$ cat src/rtl/imem_access_arbiter.sv
// Shares a single instruction-memory port between the fetch path (reads) and the
// program loader (writes), with a bounded loader streak so fetch cannot starve.
module imem_access_arbiter #(
  parameter int unsigned ADDR_W           = 16,
  parameter int unsigned DATA_W           = 16,
  parameter int unsigned MEM_LATENCY      = 1,
  parameter int unsigned LOADER_BURST_MAX = 8
) (
  input  logic              clock,
  input  logic              reset,
  input  logic              fetch_req,
  input  logic [ADDR_W-1:0] fetch_addr,
  output logic              fetch_gnt,
  output logic              fetch_rvalid,
  output logic [DATA_W-1:0] fetch_rdata,
  input  logic              ld_req,
  input  logic [ADDR_W-1:0] ld_addr,
  input  logic [DATA_W-1:0] ld_wdata,
  output logic              ld_gnt,
  output logic              mem_en,
  output logic              mem_we,
  output logic [ADDR_W-1:0] mem_addr,
  output logic [DATA_W-1:0] mem_wdata,
  input  logic [DATA_W-1:0] mem_rdata,
  output logic              busy
);

  if (MEM_LATENCY < 1 || MEM_LATENCY > 4) begin : g_bad_latency
    $error("imem_access_arbiter: MEM_LATENCY must be in 1..4");
  end
  if (LOADER_BURST_MAX < 1 || LOADER_BURST_MAX > 15) begin : g_bad_burst
    $error("imem_access_arbiter: LOADER_BURST_MAX must be in 1..15");
  end

  localparam logic [3:0] STREAK_MAX = 4'(LOADER_BURST_MAX);
  localparam logic [1:0] LAT_LAST   = 2'(MEM_LATENCY - 1);

  typedef enum logic [1:0] {
    IDLE,
    ISSUE_RD,
    RD_WAIT,
    ISSUE_WR
  } state_t;

  state_t     state;
  state_t     state_nxt;
  logic [3:0] ld_streak;
  logic [1:0] lat_cnt;
  logic       fetch_win;

  assign busy = (state != IDLE);

  always_ff @(posedge clock) begin
    if (reset) state <= IDLE;
    else       state <= state_nxt;
  end

  // Grants are suppressed during reset so nothing is accepted that the flops then drop.
  always_comb begin
    state_nxt = state;
    fetch_gnt = 1'b0;
    ld_gnt    = 1'b0;
    fetch_win = fetch_req && (!ld_req || (ld_streak == STREAK_MAX));
    unique case (state)
      IDLE: begin
        if (!reset) begin
          if (fetch_win) begin
            fetch_gnt = 1'b1;
            state_nxt = ISSUE_RD;
          end else if (ld_req) begin
            ld_gnt    = 1'b1;
            state_nxt = ISSUE_WR;
          end
        end
      end
      ISSUE_RD: state_nxt = RD_WAIT;
      RD_WAIT:  if (lat_cnt == '0) state_nxt = IDLE;
      ISSUE_WR: state_nxt = IDLE;
      default:  state_nxt = IDLE;
    endcase
  end

  always_ff @(posedge clock) begin
    if (reset) begin
      mem_en       <= 1'b0;
      mem_we       <= 1'b0;
      mem_addr     <= '0;
      mem_wdata    <= '0;
      fetch_rvalid <= 1'b0;
      fetch_rdata  <= '0;
      lat_cnt      <= '0;
      ld_streak    <= '0;
    end else begin
      mem_en       <= fetch_gnt | ld_gnt;
      mem_we       <= ld_gnt;
      fetch_rvalid <= 1'b0;
      if (fetch_gnt)   mem_addr <= fetch_addr;
      else if (ld_gnt) mem_addr <= ld_addr;
      if (ld_gnt) mem_wdata <= ld_wdata;

      if (state == ISSUE_RD) begin
        lat_cnt <= LAT_LAST;
      end else if (state == RD_WAIT) begin
        if (lat_cnt == '0) begin
          fetch_rvalid <= 1'b1;
          fetch_rdata  <= mem_rdata;
        end else begin
          lat_cnt <= lat_cnt - 2'd1;
        end
      end

      // Streak only counts loader wins that actually kept a fetch waiting.
      if (fetch_gnt)
        ld_streak <= '0;
      else if (ld_gnt && fetch_req && (ld_streak != STREAK_MAX))
        ld_streak <= ld_streak + 4'd1;
      else if ((state == IDLE) && !fetch_req)
        ld_streak <= '0;
    end
  end

endmodule

$ cat config.mk
export PLATFORM = sky130hd
export DESIGN_NAME = imem_access_arbiter
export DESIGN_NICKNAME = d
export VERILOG_FILES = /design/src/rtl/imem_access_arbiter.sv
export SDC_FILE = /design/constraint.sdc
export NUM_CORES = 1
export LEC_CHECK = 0
export CAP_MARGIN = 20
export CORE_MARGIN = 4
export CORE_UTILIZATION = 44
export CTS_BUF_LIST = sky130_fd_sc_hd__clkbuf_8
export CTS_CLUSTER_SIZE = 8
export DETAILED_ROUTE_END_ITERATION = 10
export PLACE_DENSITY = 0.87
export SLEW_MARGIN = 15
export SYNTH_ARGS = -nofsm -noshare
export SYNTH_HDL_FRONTEND = slang
export SYNTH_SLANG_ARGS = --single-unit
$ cat constraint.sdc
create_clock -name clock -period 5.3 [get_ports clock]
set_input_delay 1.59 -clock clock [delete_from_list [all_inputs] [get_ports clock]]
set_output_delay 1.59 -clock clock [all_outputs]
set_load 0.005 [all_outputs]
==> Slide: Implementation Results, run 1 <==
Run Summary

STA
  • Worst slew pin tran: 0.802 ns
  • Worst slew margin relative to its limit: 46.5%
  • Final setup vio count: 0
  • Worst hold margin: 0.453 ns
  • PnR worst setup slack: 0.448 ns
  • Cycle use final: 91.6%

Yosys
  • Ys async rst share: 0%
  • Yosys warnings: 0
  • AO/OA Area Share: 23.6%
  • Ys flops: 59
  • Yosys stat cell total: 268
  • Mux share: 0%
  • Area leader, netlist: dfxtp_1

Pwr
  • Comb power: 0.000203 W
  • Leakage: 1.42 nW
  • Int Power: 0.000784 W
  • Combinational share of power: 19.7%

Final layout
  • Share of post-route cells with drive strength above 1: 6.49%
  • Layout area overhead: 59.0%
  • Clock buffer count: 11
  • Most common logic cells in the final layout: 120 x clkdlybuf4s50_1, 59 x dfxtp_1, 36 x nand2_1, 36 x a21oi_1, 18 x o21ai_1
  • Final Cell Area: 3800 um2
  • Comb. cell area: 1090 um2
  • Fin nets: 455
  • Non-CTS buffers: 128
  • Buffering overhead: 33.1%
  • Comb area share: 28.8%

Detailed routing
  • Antenna Nets Post-Route: 0
  • Met1 wire length: 2.97 mm
  • WL met3: 425 um

Setup path
  • R2R Setup Slk: 3.24 ns
  • R2R Path Start: ld_streak[0]
  • Largest stage delay, worst path: 0.61 ns
  • Cell mode on critical path: clkdlybuf4s50_1
  • Crit path capture type: output port

Clocking
  • CTS clock-pin slew for the worst setup and hold paths: 0.06 ns
  • Deepest clock path buffer count: 2

Outcome
  • Status: finished clean

Hold path
  • Hold wc startpoint: fetch_rdata[12]
  • Min-delay worst type: reg2reg

Global route
  • Pin count of the biggest net entering global routing: 29
  • Met3 Use GR: 4.50%
  • Met1 Track Usage GR: 26.4%

Place
  • Dpl cell area: 3650 um2
  • DP Worst Slack: 0.471 ns

Run
  • Max cap viols: 0
==> run 1: cells by family after synthesis <==
group | after synthesis
AOI/OAI and AO/OA | 83
adders and majority gates | 3
buffers and inverters | 30
DFF | 59
and+or+nand+nor | 93
==> run 1: worst max-delay path by stage <==
| stage | startpoint | endpoint | slack, ns | cells past startpoint |
|---|---|---|---|---|
| global route | fetch_req | fetch_gnt | 0.37 | 4 |
| CTS | fetch_req | fetch_gnt | 0.45 | 4 |
| floorplan | fetch_req | ld_gnt | 1.07 | 5 |
| finish | fetch_req | fetch_gnt | 0.45 | 4 |
| global placement | fetch_req | fetch_gnt | 0.48 | 4 |
| detailed placement | fetch_req | fetch_gnt | 0.47 | 4 |
Run 1, signal wires on met4:
Bar = 20 um.
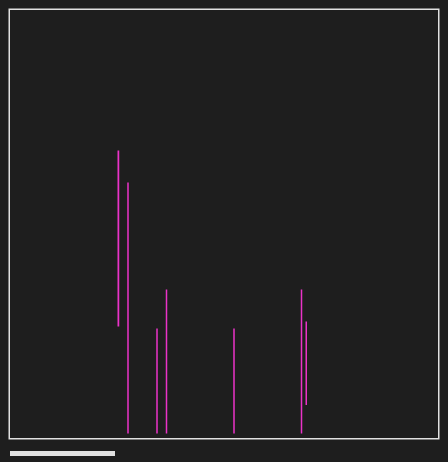
share of all routed wire	2.7%
longest straight run	47.6 um
main direction	vertical
wire length on this layer	190 um
nets with wire on the layer	7
DR vias: 2448
Total Wirelength: 7.15 mm

Run 1, clock nets:
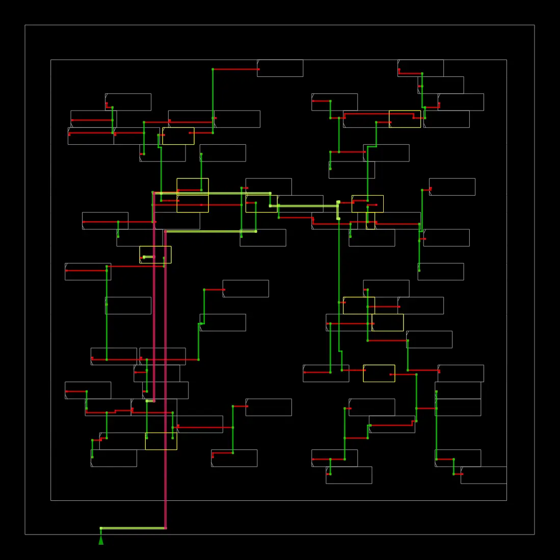
clock sink total: 59
Worst Skew: 0.00433 ns
clock latency at the later pin of the worst-skew pair: 0.32 ns

Run 1, ports around the boundary:
Pins as bars across the die edge, other pins in gray.
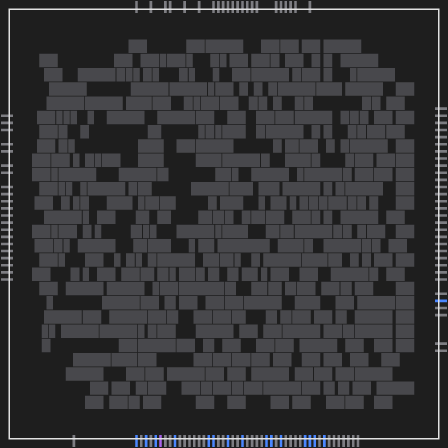
color	port	pins	direction	edge
blue	ld_addr	16	input	15 bottom, 1 right
purple	mem_en	1	output	bottom
all pins by edge	48 bottom, 31 right, 22 top, 21 left
chip width: 81.7 um
IO Port Bufs: 121
Die Ht: 81.7 um

Run 1, clock distribution:
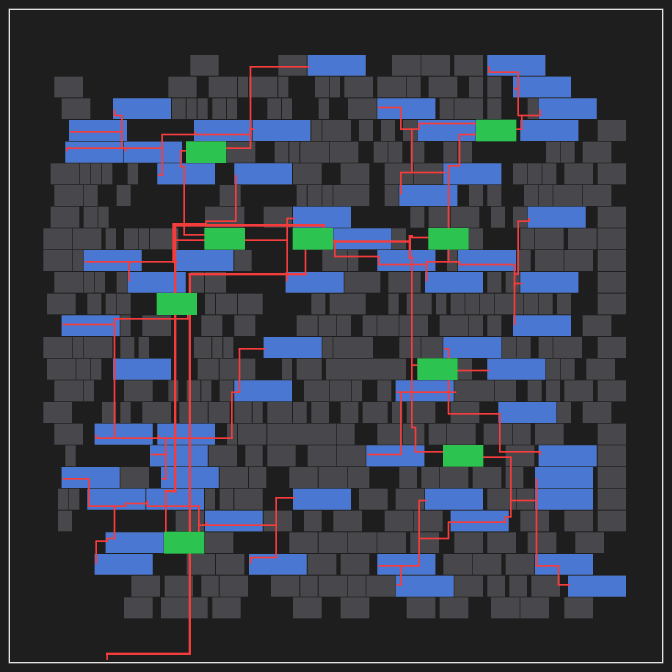
[green] clock-net drivers | count: 9
[red] clock wires | length: 687 um
[blue] flip-flops | count: 59
flops lie	all over the die
Clk power: 0.000331 W
Clk network pwr share: 32.1%

==> run 2, diff against run 1 <==
CORE_UTILIZATION = 50   (was 44)
CTS_BUF_LIST = not set   (was sky130_fd_sc_hd__clkbuf_8)
DONT_BUFFER_PORTS = 1   (was not set)
PLACE_DENSITY = 0.62   (was 0.87)
==> Slide: Implementation Results, run 2 <==
Run Summary

Pwr
  • Comb power: 0.0000780 W (was 0.000203 W)
  • Leakage: 1.00 nW (was 1.42 nW)
  • Clk power: 0.000519 W (was 0.000331 W)
  • Sequential Power: 0.000503 W (was 0.000496 W)
  • Combinational share of power: 7.1% (was 19.7%)

STA
  • Cycle use final: 75.5% (was 91.6%)
  • Worst slew margin relative to its limit: 51.1% (was 46.5%)
  • Final setup vio count: 0 (unchanged)
  • Worst slew pin tran: 0.734 ns (was 0.802 ns)
  • Final-report hold violation count: 0 (unchanged)
  • Worst Skew: 0.00522 ns (was 0.00433 ns)

Final layout
  • Buffering overhead: 1.13% (was 33.1%)
  • Layout area overhead: 11.1% (was 59.0%)
  • Non-CTS buffers: 4 (was 128)
  • Comb area share: 41.2% (was 28.8%)
  • Fin nets: 331 (was 455)
  • Most common logic cells in the final layout: 59 x dfxtp_1, 36 x nand2_1, 36 x a21oi_1, 18 x o21ai_1, 17 x nand3_1 (was 120 x clkdlybuf4s50_1, 59 x dfxtp_1, 36 x nand2_1, 36 x a21oi_1, 18 x o21ai_1)
  • Share of post-route cells with drive strength above 1: 9.81% (was 6.49%)
  • Comb. cell area: 1090 um2 (unchanged)
  • Clock buffer count: 12 (was 11)

Global route
  • GRT busiest layer: met2 (unchanged)
  • Met3 Use GR: 10.3% (was 4.50%)
  • Pin count of the biggest net entering global routing: 46 (was 29)
  • Met1 Track Usage GR: 23.6% (was 26.4%)

Yosys
  • Mux share: 0% (unchanged)
  • Yosys stat cell total: 268 (unchanged)
  • Yosys warnings: 0 (unchanged)
  • Top non-seq family: AND-OR/OR-AND gates (unchanged)
  • Post-synthesis xor/xnor area fraction: 0% (unchanged)
  • Ys async rst share: 0% (unchanged)
  • Area leader, netlist: dfxtp_1 (unchanged)

Die
  • Tap cell count: 52 (was 70)
  • Die Ht: 77.2 um (was 81.7 um)
  • Chip width: 77.2 um (was 81.7 um)

Run
  • Max cap viols: 0 (unchanged)

Detailed routing
  • Met2 wire length: 2.44 mm (was 3.56 mm)
  • WL met3: 557 um (was 425 um)
  • Total Wirelength: 5.50 mm (was 7.15 mm)
  • Antenna Nets Post-Route: 0 (unchanged)
  • DR vias: 1912 (was 2448)

Clocking
  • CTS clock-pin slew for the worst setup and hold paths: 0.06 ns (about the same)
  • Clock sink total: 59 (unchanged)
  • Num CTS Buffers: 9 (unchanged)
  • Deepest clock path buffer count: 2 (unchanged)

Setup path
  • R2R Setup Slk: 3.40 ns (was 3.24 ns)
  • R2R Path Start: state[1] (was ld_streak[0])
  • Setup CP Type: in2out (unchanged)
  • Worst setup endpoint: ld_gnt (was fetch_gnt)
  • Worst setup startpoint: reset (was fetch_req)
  • Crit path capture type: output port (unchanged)
  • Largest stage delay, worst path: 0.61 ns (about the same)

Outcome
  • Status: finished clean (unchanged)

Hold path
  • Hold wc startpoint: lat_cnt[1] (was fetch_rdata[12])
[run 2: cell counts after synthesis]
No cell type changed its count.
[run 2: through the flow]
step                      hold WS (ns)  setup WS, ns  utilization (%)  cell area (um2)
after global routing             0.487          1.27             59.0             2660
after CTS                        0.464          1.29             59.0             2660
final                            0.462          1.30             59.0             2660
after detailed placement         0.453          1.29             53.2             2400
after floorplan                  0.445          1.07                -             2390
after global placement           0.455          1.30             53.2             2400
[run 2: cell families after synthesis]
group,Yosys count
buffers and inverters,30
and+or+nand+nor,93
AOI/OAI and AO/OA,83
DFF,59
adders and majority gates,3
Run 2, cell classes on the final placement:
Bar = 20 um.
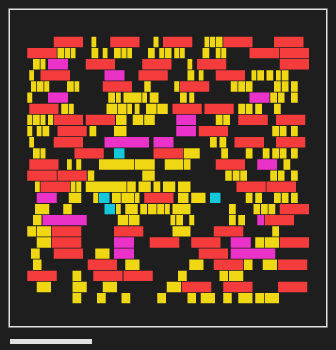
color	class	cells	share of their area
cyan	remaining buffers and delay cells	4	1.2%
yellow	remaining logic cells	186	43%
magenta	clock drivers and dummy loads	16	10%
red	registers	59	46%

==> run 3, diff against run 2 <==
PLACE_DENSITY = 0.65   (was 0.62)
clock period = 3.55 ns   (was 5.3 ns; I/O delays follow)
==> Slide: Implementation Results, run 3 <==
Run Summary

Final layout
  • Final core occ: 58.3% (was 59.0%)
  • Ant diodes: 0 (unchanged)
  • Comb area share: 41.7% (was 41.2%)
  • Fin nets: 333 (was 331)
  • Clock buffer count: 14 (was 12)
  • Layout area overhead: 9.73% (was 11.1%)
  • Top cell excl fill/tap: dfxtp_1 (unchanged)
  • Fillers: 404 (was 409)
  • Most common logic cells in the final layout: 59 x dfxtp_1, 36 x nand2_1, 36 x a21oi_1, 18 x o21ai_1, 17 x nand3_1 (unchanged)
  • Comb. cell area: 1090 um2 (unchanged)
  • Final non-filler cell total: 318 (was 317)
  • Clk cell area share: 8.10% (was 9.79%)
  • Share of post-route cells with drive strength above 1: 9.77% (was 9.81%)
  • Non-CTS buffers: 6 (was 4)
  • Buffering overhead: 1.72% (was 1.13%)

Global route
  • Pin count of the biggest net entering global routing: 46 (unchanged)

Clocking
  • CTS clock-pin slew for the worst setup and hold paths: 0.06 ns (about the same)
  • Hold buffers post-CTS: 0 (unchanged)
  • Clock latency at the later pin of the worst-skew pair: 0.33 ns (about the same)
  • Deepest clock path buffer count: 2 (unchanged)
  • Num CTS Buffers: 9 (unchanged)
  • Clock sink total: 59 (unchanged)
  • CTS H-Tree Depth: 3 (unchanged)
  • Root buf cell: clkbuf_8 (unchanged)
  • CTS tree: yes (unchanged)

Run
  • Max cap viols: 0 (unchanged)
  • Tool warnings: 27 (unchanged)

Pwr
  • Leakage: 0.991 nW (was 1.00 nW)
  • Final Power: 0.00151 W (was 0.00110 W)
  • Comb power: 0.000120 W (was 0.0000780 W)
  • Sequential Power: 0.000751 W (was 0.000503 W)
  • Combinational share of power: 7.9% (was 7.1%)
  • Int Power: 0.00116 W (was 0.000859 W)
  • Clk network pwr share: 42.2% (was 47.2%)
  • Clk power: 0.000637 W (was 0.000519 W)

STA
  • Worst slew margin relative to its limit: 36.7% (was 51.1%)
  • Cycle use final: 80.0%
  • Final-report hold violation count: 0 (unchanged)
  • Worst Skew: 0.00607 ns (was 0.00522 ns)
  • Final setup vio count: 0 (unchanged)
  • PnR worst setup slack: 0.709 ns (was 1.30 ns)
  • Worst slew pin tran: 0.945 ns (was 0.734 ns)
  • Worst hold margin: 0.464 ns (was 0.462 ns)
  • Setup tns final: 0 ns (unchanged)

Place
  • DP Worst Slack: 0.706 ns (was 1.29 ns)
  • DP Wirelength: 3.78 mm (was 3.71 mm)
  • Placed Cells: 303 (was 301)
  • Gpl congestion: 0.804 (was 0.799)
  • IO Port Bufs: 0 (unchanged)
  • Dpl cell area: 2410 um2 (was 2400 um2)

Die
  • Die ar.: 5960 um2 (unchanged)
  • Die Ht: 77.2 um (unchanged)
  • Tap cell count: 52 (unchanged)
  • Chip width: 77.2 um (unchanged)
  • Core Area: 4500 um2 (unchanged)

Yosys
  • Area leader, netlist: dfxtp_1 (unchanged)
  • Mux share: 0% (unchanged)
  • Synth unique cells: 37 (unchanged)
  • Yosys stat cell total: 268 (unchanged)
  • Top post-synthesis cells by area: dfxtp_1 49%, a21oi_1 7.5%, a221o_1 6.7%, nand2_1 5.6%, and3_1 4.2% (unchanged)
  • Post-synthesis xor/xnor area fraction: 0% (unchanged)
  • Top non-seq family: AND-OR/OR-AND gates (unchanged)
  • Syn avg cell area: 8.93 um2 (unchanged)
  • Floorplan Nets: 339 (unchanged)
  • Adder share: 1.57% (unchanged)
  • Yosys warnings: 0 (unchanged)
  • Ys async rst share: 0% (unchanged)
  • Ys flops: 59 (unchanged)
  • AO/OA Area Share: 23.6% (unchanged)
  • Seq share, synth: 49.4% (unchanged)

Setup path
  • Crit path capture type: output port (unchanged)
  • Largest stage delay, worst path: 0.47 ns (was 0.61 ns)
  • R2R Path Start: state[1] (unchanged)
  • R2R Setup Slk: 1.59 ns (was 3.40 ns)
  • Setup CP Type: in2out (unchanged)

Detailed routing
  • DR vias: 1907 (was 1912)
  • Antenna Nets Post-Route: 0 (unchanged)
  • Total Wirelength: 5.51 mm (was 5.50 mm)

Outcome
  • Status: finished clean (unchanged)

Hold path
  • Hold wc startpoint: lat_cnt[1] (unchanged)
  • Hold Path End: lat_cnt[1] (unchanged)
  • Min-delay worst type: reg2reg (unchanged)
-- run 3: netlist changes by cell type in the layout (fill, tap and decap cells not counted), sizes merged --
cell / previous run / this run
buf: 4 / 6
bufinv: 3 / 1
clkbuf: 12 / 14
clkinv: 2 / 1
-- run 3: per-layer routing --
metal	wire, um	vias to the layer above	GRT usage, %
met5	0	-	0
met4	96	0	9.61
met3	507	8	7.14
met2	2500	75	27.7
met1	2410	873	24.0
li1	-	951	-
-- run 3: worst max path at each step --
stage,start,to,slack [ns],depth (start not counted)
floorplan,fetch_req,ld_gnt,0.37,5
global placement,reset,ld_gnt,0.69,2
detailed placement,reset,ld_gnt,0.71,2
CTS,reset,ld_gnt,0.70,2
global route,reset,ld_gnt,0.67,2
finish,reset,ld_gnt,0.71,2
Run 3, cell classes on the final placement:
Bar = 20 um.
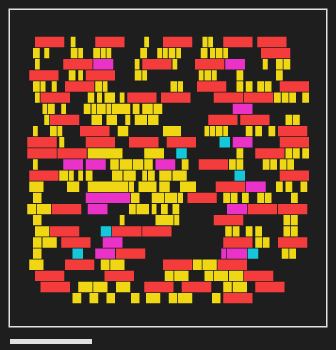
color	class	cells	share of their area
red	registers	59	46%
magenta	clock drivers and dummy loads	15	8.3%
yellow	remaining logic cells	186	44%
cyan	remaining buffers and delay cells	6	1.8%
row cnt: 24
Final Cell Area: 2630 um2
Seq area share: 45.0%


==> notes/layouts.md <==
Pictures saved along the way, in no particular order.

Sizing map.
Bar = 20 um.
shot_01.png
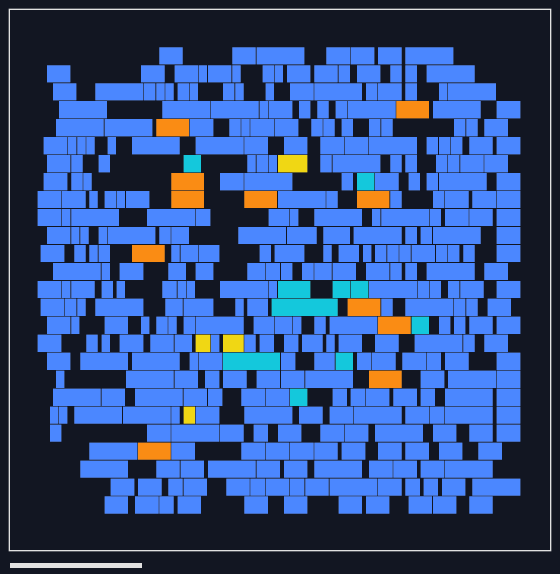
shot_02.png
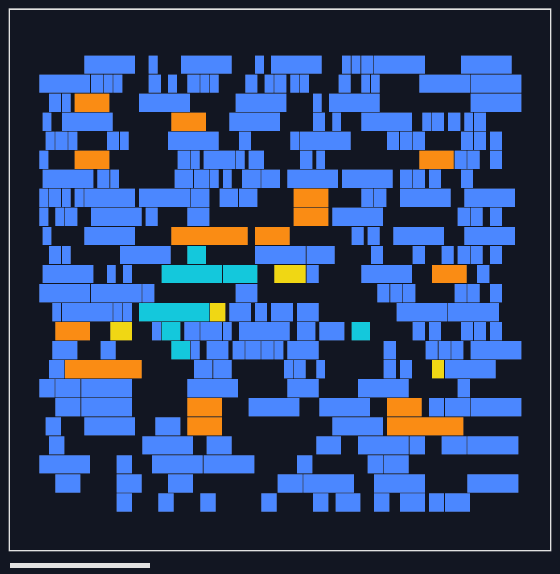
shot_03.png
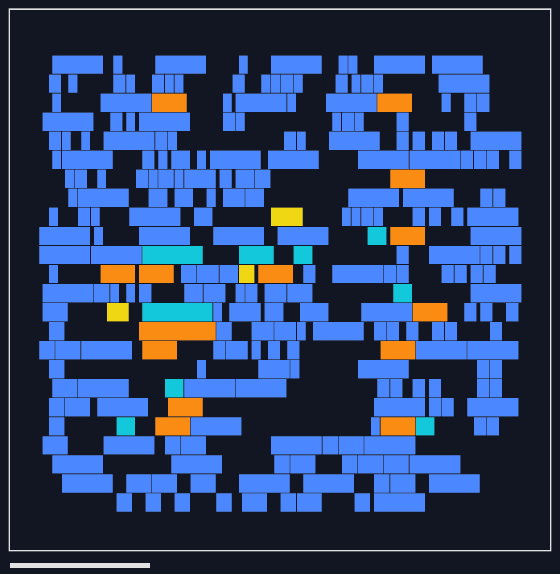
Of these, most cells: shot_01.png
For run 1, see shot_01.png.
For run 2, see shot_02.png.
For run 3, see shot_03.png.

Key to shot_02.png:
color	size	cells
blue	x1 and smaller	239
orange	x6 and larger	15
yellow	x2	4
cyan	x3 and x4	7

Power and IR drop assume default switching activity.
